**config.mk**
```make
export PLATFORM = sky130hd
export DESIGN_NAME = branch_resolve_unit
export DESIGN_NICKNAME = d
export VERILOG_FILES = /design/src/rtl/branch_resolve_unit.sv
export SDC_FILE = /design/constraint.sdc
export NUM_CORES = 1
export LEC_CHECK = 0
export CORE_UTILIZATION = 53
export CTS_BUF_LIST = sky130_fd_sc_hd__clkbuf_4
export CTS_CLUSTER_SIZE = 20
export DETAILED_ROUTE_END_ITERATION = 10
export GPL_ROUTABILITY_DRIVEN = 0
export PLACE_DENSITY_LB_ADDON = 0.12
export SYNTH_ARGS = -nofsm -noshare
export SYNTH_HDL_FRONTEND = slang
export SYNTH_SLANG_ARGS = --single-unit
```
**constraint.sdc**
```tcl
create_clock -name clk -period 2.5 [get_ports clk]
set_input_delay 0.375 -clock clk [delete_from_list [all_inputs] [get_ports clk]]
set_output_delay 0.375 -clock clk [all_outputs]
set_load 0.02 [all_outputs]
```
**src/rtl/branch_resolve_unit.sv**
```systemverilog
// Branch resolution unit: two-stage pipelined target/condition evaluation with a
// valid/ready handshake on both sides and saturating delivery statistics.
module branch_resolve_unit #(
    parameter int unsigned XLEN  = 32,
    parameter int unsigned OFF_W = 16,
    parameter int unsigned SHIFT = 2,
    parameter int unsigned CNT_W = 16
) (
    input  logic             clk,
    input  logic             rst_n,
    // request side
    input  logic             in_valid,
    output logic             in_ready,
    input  logic [XLEN-1:0]  in_pc,
    input  logic [XLEN-1:0]  in_a,
    input  logic [XLEN-1:0]  in_b,
    input  logic [OFF_W-1:0] in_offset,
    input  logic [2:0]       in_cond,
    // result side
    output logic             out_valid,
    input  logic             out_ready,
    output logic [XLEN-1:0]  out_pc,
    output logic [XLEN-1:0]  out_target,
    output logic [XLEN-1:0]  out_next_pc,
    output logic             out_taken,
    output logic             out_zero,
    output logic             out_misaligned,
    // statistics
    input  logic             cnt_clr,
    output logic [CNT_W-1:0] resolved_cnt,
    output logic [CNT_W-1:0] taken_cnt
);

    typedef enum logic [2:0] {
        CondEq     = 3'b000,
        CondNe     = 3'b001,
        CondAlways = 3'b010,
        CondNever  = 3'b011,
        CondLt     = 3'b100,
        CondGe     = 3'b101,
        CondLtu    = 3'b110,
        CondGeu    = 3'b111
    } cond_e;

    localparam logic [XLEN-1:0]  InstrBytes = XLEN'(1) << SHIFT;
    localparam logic [XLEN-1:0]  AlignMask  = InstrBytes - XLEN'(1);
    localparam logic [CNT_W-1:0] CntOne     = CNT_W'(1);
    localparam logic [CNT_W-1:0] CntMax     = '1;

    // Request-side arithmetic
    logic [XLEN-1:0] off_ext;
    logic [XLEN-1:0] req_target;
    logic [XLEN-1:0] req_fall;
    logic            req_eq;
    logic            req_lt_s;
    logic            req_lt_u;

    // Stage 1 state
    logic            s1_valid_q, s1_valid_d;
    logic [XLEN-1:0] s1_pc_q, s1_pc_d;
    logic [XLEN-1:0] s1_target_q, s1_target_d;
    logic [XLEN-1:0] s1_fall_q, s1_fall_d;
    logic            s1_eq_q, s1_eq_d;
    logic            s1_lt_s_q, s1_lt_s_d;
    logic            s1_lt_u_q, s1_lt_u_d;
    cond_e           s1_cond_q, s1_cond_d;

    // Stage 1 decode feeding stage 2
    logic            s1_taken;
    logic [XLEN-1:0] s1_next_pc;
    logic            s1_misaligned;

    // Stage 2 state (drives the outputs directly)
    logic            s2_valid_q, s2_valid_d;
    logic [XLEN-1:0] s2_pc_q, s2_pc_d;
    logic [XLEN-1:0] s2_target_q, s2_target_d;
    logic [XLEN-1:0] s2_next_pc_q, s2_next_pc_d;
    logic            s2_taken_q, s2_taken_d;
    logic            s2_zero_q, s2_zero_d;
    logic            s2_mis_q, s2_mis_d;

    // Statistics
    logic [CNT_W-1:0] resolved_q, resolved_d;
    logic [CNT_W-1:0] taken_q, taken_d;

    // Handshake control
    logic in_hs;
    logic out_hs;
    logic s2_load;

    // Target, fall-through and raw compare flags from the incoming request
    always_comb begin
        off_ext    = {{(XLEN-OFF_W){in_offset[OFF_W-1]}}, in_offset};
        req_target = in_pc + (off_ext << SHIFT);
        req_fall   = in_pc + InstrBytes;
        req_eq     = (in_a == in_b);
        req_lt_s   = ($signed(in_a) < $signed(in_b));
        req_lt_u   = (in_a < in_b);
    end

    // Flow control: S2 frees when empty or popped; S1 may then refill the same cycle
    always_comb begin
        out_hs   = s2_valid_q && out_ready;
        s2_load  = !s2_valid_q || out_ready;
        in_ready = !s1_valid_q || s2_load;
        in_hs    = in_valid && in_ready;
    end

    // Stage 1 next state: capture on accept, drain when S2 takes the entry
    always_comb begin
        s1_valid_d  = s1_valid_q;
        s1_pc_d     = s1_pc_q;
        s1_target_d = s1_target_q;
        s1_fall_d   = s1_fall_q;
        s1_eq_d     = s1_eq_q;
        s1_lt_s_d   = s1_lt_s_q;
        s1_lt_u_d   = s1_lt_u_q;
        s1_cond_d   = s1_cond_q;
        if (s2_load) begin
            s1_valid_d = 1'b0;
        end
        if (in_hs) begin
            s1_valid_d  = 1'b1;
            s1_pc_d     = in_pc;
            s1_target_d = req_target;
            s1_fall_d   = req_fall;
            s1_eq_d     = req_eq;
            s1_lt_s_d   = req_lt_s;
            s1_lt_u_d   = req_lt_u;
            s1_cond_d   = cond_e'(in_cond);
        end
    end

    // Condition evaluation and next-PC selection on the S1 contents
    always_comb begin
        s1_taken = 1'b0;
        unique case (s1_cond_q)
            CondEq:     s1_taken = s1_eq_q;
            CondNe:     s1_taken = !s1_eq_q;
            CondAlways: s1_taken = 1'b1;
            CondNever:  s1_taken = 1'b0;
            CondLt:     s1_taken = s1_lt_s_q;
            CondGe:     s1_taken = !s1_lt_s_q;
            CondLtu:    s1_taken = s1_lt_u_q;
            CondGeu:    s1_taken = !s1_lt_u_q;
            default:    s1_taken = 1'b0;
        endcase
        s1_next_pc    = s1_taken ? s1_target_q : s1_fall_q;
        // Mask form keeps SHIFT == 0 legal (no alignment bits to test)
        s1_misaligned = s1_taken && (|(s1_target_q & AlignMask));
    end

    // Stage 2 next state: data only changes when a valid S1 entry moves in,
    // so outputs hold steady during a stall and after draining
    always_comb begin
        s2_valid_d   = s2_valid_q;
        s2_pc_d      = s2_pc_q;
        s2_target_d  = s2_target_q;
        s2_next_pc_d = s2_next_pc_q;
        s2_taken_d   = s2_taken_q;
        s2_zero_d    = s2_zero_q;
        s2_mis_d     = s2_mis_q;
        if (s2_load) begin
            s2_valid_d = s1_valid_q;
            if (s1_valid_q) begin
                s2_pc_d      = s1_pc_q;
                s2_target_d  = s1_target_q;
                s2_next_pc_d = s1_next_pc;
                s2_taken_d   = s1_taken;
                s2_zero_d    = s1_eq_q;
                s2_mis_d     = s1_misaligned;
            end
        end
    end

    // Saturating statistics; clear wins over a same-cycle delivery
    always_comb begin
        resolved_d = resolved_q;
        taken_d    = taken_q;
        if (cnt_clr) begin
            resolved_d = '0;
            taken_d    = '0;
        end else if (out_hs) begin
            if (resolved_q != CntMax) begin
                resolved_d = resolved_q + CntOne;
            end
            if (s2_taken_q && (taken_q != CntMax)) begin
                taken_d = taken_q + CntOne;
            end
        end
    end

    // Pipeline and counter registers
    always_ff @(posedge clk or negedge rst_n) begin
        if (!rst_n) begin
            s1_valid_q   <= 1'b0;
            s1_pc_q      <= '0;
            s1_target_q  <= '0;
            s1_fall_q    <= '0;
            s1_eq_q      <= 1'b0;
            s1_lt_s_q    <= 1'b0;
            s1_lt_u_q    <= 1'b0;
            s1_cond_q    <= CondEq;
            s2_valid_q   <= 1'b0;
            s2_pc_q      <= '0;
            s2_target_q  <= '0;
            s2_next_pc_q <= '0;
            s2_taken_q   <= 1'b0;
            s2_zero_q    <= 1'b0;
            s2_mis_q     <= 1'b0;
            resolved_q   <= '0;
            taken_q      <= '0;
        end else begin
            s1_valid_q   <= s1_valid_d;
            s1_pc_q      <= s1_pc_d;
            s1_target_q  <= s1_target_d;
            s1_fall_q    <= s1_fall_d;
            s1_eq_q      <= s1_eq_d;
            s1_lt_s_q    <= s1_lt_s_d;
            s1_lt_u_q    <= s1_lt_u_d;
            s1_cond_q    <= s1_cond_d;
            s2_valid_q   <= s2_valid_d;
            s2_pc_q      <= s2_pc_d;
            s2_target_q  <= s2_target_d;
            s2_next_pc_q <= s2_next_pc_d;
            s2_taken_q   <= s2_taken_d;
            s2_zero_q    <= s2_zero_d;
            s2_mis_q     <= s2_mis_d;
            resolved_q   <= resolved_d;
            taken_q      <= taken_d;
        end
    end

    // Outputs come straight from registers
    always_comb begin
        out_valid      = s2_valid_q;
        out_pc         = s2_pc_q;
        out_target     = s2_target_q;
        out_next_pc    = s2_next_pc_q;
        out_taken      = s2_taken_q;
        out_zero       = s2_zero_q;
        out_misaligned = s2_mis_q;
        resolved_cnt   = resolved_q;
        taken_cnt      = taken_q;
    end

endmodule
```
### Wiring by layer, run 1

Bar = 50 um. Only two layers are drawn.
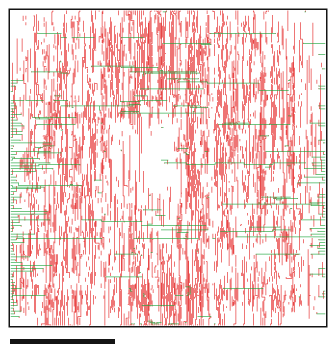
| color | layer | wire length |
|---|---|---|
| red | metal 2 | 14600 um |
| green | metal 3 | 1880 um |

### Clock nets, run 1

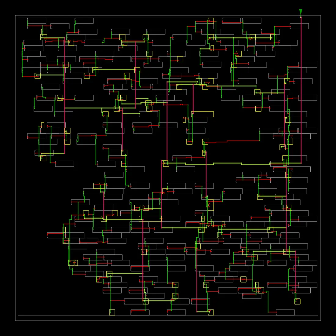
Num CTS Buffers: 59
clk sinks: 229
P_clk: 3.12 mW

### PDN straps and rails, run 1

Bar = 50 um. Pins as bars on the die edge.
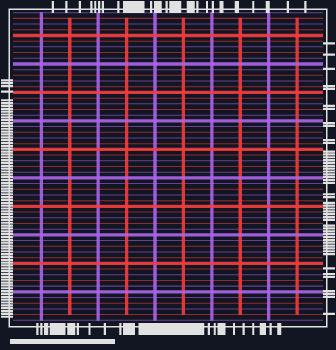
| color | net |
|---|---|
| purple | VSS |
| red | VDD |
rows: 54
met5 straps: 10
met4 straps: 10

==> run 1: final cells by class <==
cell class | instances | share of cell area, %
flip-flops and latches | 229 | 35.38
inverters | 40 | 0.9269
clock buffers | 80 | 3.708
repair buffers | 375 | 21.94
diodes | 1 | 0.01545
clock inverters | 12 | 0.6025
multi-input cells | 988 | 35.27
well taps | 280 | 2.163
==> run 1: cells in the final DEF (no fill, tap or decap), types with 24 or more instances in the layout <==
| cell type | n |
|---|---|
| nand2_1 | 440 |
| clkdlybuf4s50_1 | 247 |
| dfrtp_1 | 229 |
| buf_4 | 114 |
| o21ai_0 | 99 |
| clkbuf_4 | 80 |
| ha_1 | 63 |
| xor2_1 | 53 |
| nor2_1 | 52 |
| inv_1 | 38 |
| a21oi_1 | 36 |
| mux2i_1 | 33 |
| xnor2_1 | 27 |
| a21o_1 | 26 |
| nand3_1 | 24 |
==> run 1: what timing repair did <==
item / 4_1_cts / 5_1_grt
gates resized: 2 / 8
hold buffers: 1 / 0
pin swaps: 6 / 7
endpoints found under the setup margin: 6 / 6
endpoints found under the hold margin: 66 / 0
setup buffers: 1 / 2
==> run 1: cells in the mapped netlist (3+ instances only) <==
| cell | number | area share (%) |
|---|---|---|
| o21ai_1 | 3 | 0.13 |
| and3_1 | 13 | 0.69 |
| dfrtp_1 | 229 | 49 |
| xor2_1 | 54 | 4.0 |
| a21oi_1 | 39 | 1.7 |
| a21o_1 | 26 | 1.7 |
| nand2b_1 | 6 | 0.32 |
| nand2_1 | 442 | 14 |
| clkbuf_1 | 52 | 1.7 |
| xnor2_1 | 27 | 2.0 |
| o21a_1 | 3 | 0.19 |
| inv_1 | 40 | 1.3 |
| nor3_1 | 6 | 0.26 |
| and2_1 | 6 | 0.32 |
| nand3_1 | 24 | 1.0 |
| nor2b_1 | 7 | 0.37 |
| ha_1 | 64 | 6.8 |
| o21ai_0 | 102 | 4.3 |
| or3_1 | 5 | 0.27 |
| nor2_1 | 52 | 1.7 |
| a31oi_1 | 7 | 0.37 |
| nand4_1 | 20 | 1.1 |
| o211ai_1 | 3 | 0.19 |
| o21bai_1 | 5 | 0.32 |
| and4_1 | 7 | 0.52 |
| mux2i_1 | 33 | 2.8 |
==> run 1: power groups by stage <==
stage / Clock [mW] / Combinational, mW / Sequential [mW]
4_1_cts: 3.20 / 3.71 / 4.85
3_3_place_gp: 0 / 3.61 / 4.88
6_report: 3.12 / 3.69 / 4.85
2_1_floorplan: 0 / 1.35 / 5.34
5_1_grt: 3.37 / 4.01 / 4.93
3_5_place_dp: 0 / 3.69 / 4.91
==> run 1: routing by layer <==
| layer | share of wire, % | vias up |
|---|---|---|
| li1 | - | 5148 |
| met1 | 42 | 4932 |
| met2 | 48 | 305 |
| met3 | 6.2 | 79 |
| met4 | 3.7 | 0 |
| met5 | 0 | - |
==> run 1: cell families after synthesis <==
kind of cell             Yosys count  share of synthesized area [%]
AND/OR/NAND/NOR                  597                          21.18
AND-OR/OR-AND                    210                          10.82
buffers and inverters             97                          3.185
XOR/XNOR                          81                          6.039
adder cells (fa/ha/maj)           65                          6.987
multiplexers                      35                          3.004
flip-flops                       229                          48.78
==> results.yml, run 1 <==
# generated from flow reports
run_status:
  status: "finished clean"
layout:
  syn2layout_area_growth_pct: 37.88
clock_network:
  clock_latency_ns: 0.69
  clock_path_buffers: 3
pwr:
  total_power_mw: 11.66
  seq_power_share_pct: 41.6
route:
  drc: 0
  drtPass1Iterations: 5
  drt_wl_total_um: 30410
logic_synthesis:
  synthCells: 1314
  avgSynthCellArea_sq_um: 8.940
  yosysWarnings: 0
  numSynthFlops: 229
critical_path:
  crit_path_frequent_cell: "o21ai_1"
  worst_r2r_path_depth: 8
floorplanning:
  fp-utilization_pct: 54.00
timing:
  fin_tns_setup_ns: 0
  setup_viol: 0
  min_period_over_period_pct: 97.41
grt:
  antenna_found_initial: 1
### Cells colored by class, run 1

Fill, decap, tap and diode cells in gray.
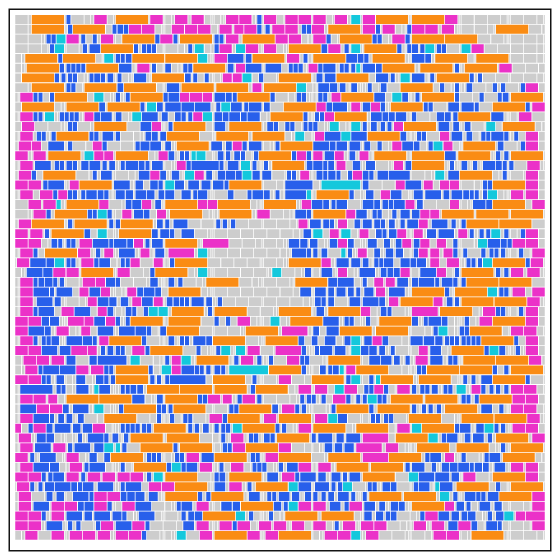

--- run 2 (diff from run 1) ---
--- a/config.mk
+++ b/config.mk
@@ -5,7 +5,9 @@
 export SDC_FILE = /design/constraint.sdc
 export NUM_CORES = 1
 export LEC_CHECK = 0
-export CORE_UTILIZATION = 53
+export ABC_CLOCK_PERIOD_IN_PS = 2500
+export CORE_ASPECT_RATIO = 1.2
+export CORE_UTILIZATION = 25
 export CTS_BUF_LIST = sky130_fd_sc_hd__clkbuf_4
 export CTS_CLUSTER_SIZE = 20
 export DETAILED_ROUTE_END_ITERATION = 10
### Cells colored by class, run 2

Fill, decap, tap and diode cells in gray.
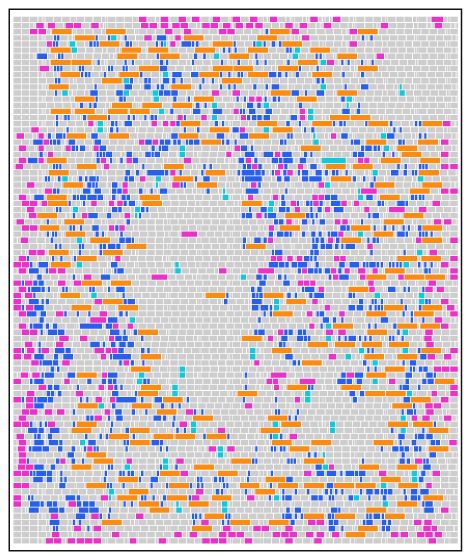
| color | class | cells |
|---|---|---|
| cyan | clock drivers and dummy loads | 114 |
| blue | combinational and other logic | 1028 |
| orange | sequential cells | 229 |
| magenta | remaining buffers and delay cells | 389 |

### Clock distribution, run 2

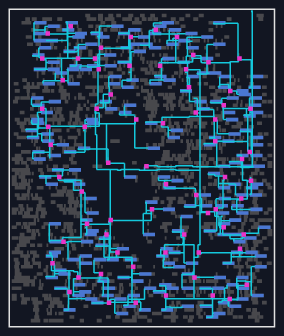
[blue] flip-flops | count: 229
[magenta] clock drivers | count: 69
[cyan] clock wires | length: 4300 um
routed clock nets: 70
clock power share: 29.6%
P_clk: 3.60 mW

==> run 2 against run 1 <==
Wire length grew 22%. Sequential share of layout area shrank 1.4 points. Critical endpoint is now s1_target_q[26]. Area after synthesis is the same. Core utilization shrank 38 points. Clock power grew 15%. Total power grew 4.5%. Final cell count grew 19%.
==> results.yml, run 2 <==
# generated from flow reports
job:
  warnings: 28
route:
  wl_per_cell_um: 15.56
  drc: 0
  vias_per_cell: 4.405
  drtPass1Iterations: 5
  drt_wl_total_um: 36980
clock_network:
  clock-sinks: 229
  clock_path_buffers: 3
  cts_buffers: 69
  clock_latency_ns: 0.70
timing:
  slew_headroom_pct: 64.65
  setup_viol: 0
  min_period_over_period_pct: 98.72
  fin_tns_setup_ns: 0
grt:
  grt_overflow: 0
  antenna_found_initial: 3
  grt_pass1_wl_um: 58900
layout:
  syn2layout_area_growth_pct: 43.62
  nNetsFinal: 1902
  layout.cells.most_common: "nand2_1"
  final_cell_mix: "nand2_1, clkdlybuf4s50_1, dfrtp_1"
  final_layout_size_suffix_gt1_share_pct: 15.06
logic_synthesis:
  avgSynthCellArea_sq_um: 8.940
  ys_top_cells_by_area: "dfrtp_1, nand2_1, ha_1"
  synthCells: 1314
  synthesis.nets: 1499
  numSynthFlops: 229
  synth_top_area_share_pct: 48.78
  yosysMostFrequentCell: "nand2_1"
  top_cells_by_count: "nand2_1, dfrtp_1, o21ai_0"
  yosysWarnings: 0
  netlist.top_cell.by_area: "dfrtp_1"
  ys_chip_area_sq_um: 11750
pwr:
  total_power_mw: 12.17
  irDropWorstVdd_mv: 0.2429
  p_leak_nw: 8.129
  seq_power_share_pct: 39.9
run_status:
  status: "finished clean"
critical_path:
  arrival_ns: 3.03
  worst_r2r_path_depth: 8
  r2r_start: "taken_cnt[4]"
  crit_path_end_kind: "register"
  slowest_stage: "o41a_4"
  worstPathCellList: "dlygate4sd2_1, ha_4, inv_2, fa_2, nor2b_1, o21a_2, o21ai_2, a21o_1, o41a_4, o21ai_4, a21oi_2, and4_4, or3_1"
floorplanning:
  fp-utilization_pct: 25.45
  die_area_sq_um: 47860
  rows: 86
## run 2: netlist changes by cell type in the layout (fill, tap and decap cells not counted), moves of 2 or more
cell	delta
a21oi_2	-2
dlygate4sd2_1	+3
clkdlybuf4s50_1	-2
buf_4	+14
clkbuf_4	+20
## run 2: layout make-up
type / instances / area (sq um)
Multi-Input combinational cell: 988 / 5720
Clock inverter: 14 / 83.83
Timing Repair Buffer: 389 / 3662
Inverter: 40 / 150.1
Antenna cell: 1 / 2.502
Sequential cell: 229 / 5731
Fill cell: 4818 / 29290
Tap cell: 616 / 770.7
Clock buffer: 100 / 750.7
## run 2: critical path, delay by kind of cell
kind	cells	cell delay [ns]
AOI/OAI and AO/OA	6	1.21
and+or+nand+nor	3	0.64
adders and majority gates	2	0.49
buffers and inverters	2	0.31
## run 2: power groups by stage
stage,combinational (mW),sequential (mW),clock (mW)
2_1_floorplan,1.35,5.34,0
3_3_place_gp,3.76,4.94,0
3_5_place_dp,3.78,4.95,0
4_1_cts,3.80,4.88,3.83
5_1_grt,4.09,4.95,4.02
6_report,3.71,4.86,3.60
## run 2: cell families (layout without fill, tap and decap cells)
| group | after synthesis | count (layout) | share of synthesized area [%] |
|---|---|---|---|
| adder cells (fa/ha/maj) | 65 | 65 | 6.987 |
| multiplexers | 35 | 35 | 3.004 |
| AND/OR/NAND/NOR | 597 | 597 | 21.18 |
| AND-OR/OR-AND | 210 | 210 | 10.82 |
| buffers and inverters | 97 | 543 | 3.185 |
| other | 0 | 1 | 0 |
| flip-flops | 229 | 229 | 48.78 |
| XOR/XNOR | 81 | 81 | 6.039 |
## run 2: how the worst min path moves through the flow
stage / to
5_1_grt: s1_pc_q[3]
3_3_place_gp: out_target[22]
3_5_place_dp: out_target[23]
2_1_floorplan: out_misaligned
4_1_cts: s1_target_q[2]
6_report: s1_pc_q[3]
## run 2: per-layer routing
metal	GRT usage [%]	vias up	wire [um]
met5	0	-	27
li1	-	5215	-
met1	19.77	4935	16180
met4	6.014	4	765
met2	26.41	257	18000
met3	3.928	59	2008
## run 2: per-stage QoR
stage	worst slack (ns)	hold slack, ns	util [%]
detailed placement	-1.034	0.3770	34.66
finish	0.03203	0.06473	36.55
CTS	0.005033	0.1083	36.49
floorplan	-0.3011	0.07941	-
global placement	-1.021	0.3710	34.66
global route	0.02080	0.03169	36.55
## run 2: what timing repair did
item                                    4_1_cts  5_1_grt
resized                                       4        6
hold buffers                                  1        0
endpoints found under the setup margin        9        5
pin swaps                                     1        5
buffers inserted                              0        1
endpoints found under the hold margin        58        0
Power and IR drop assume default switching activity.
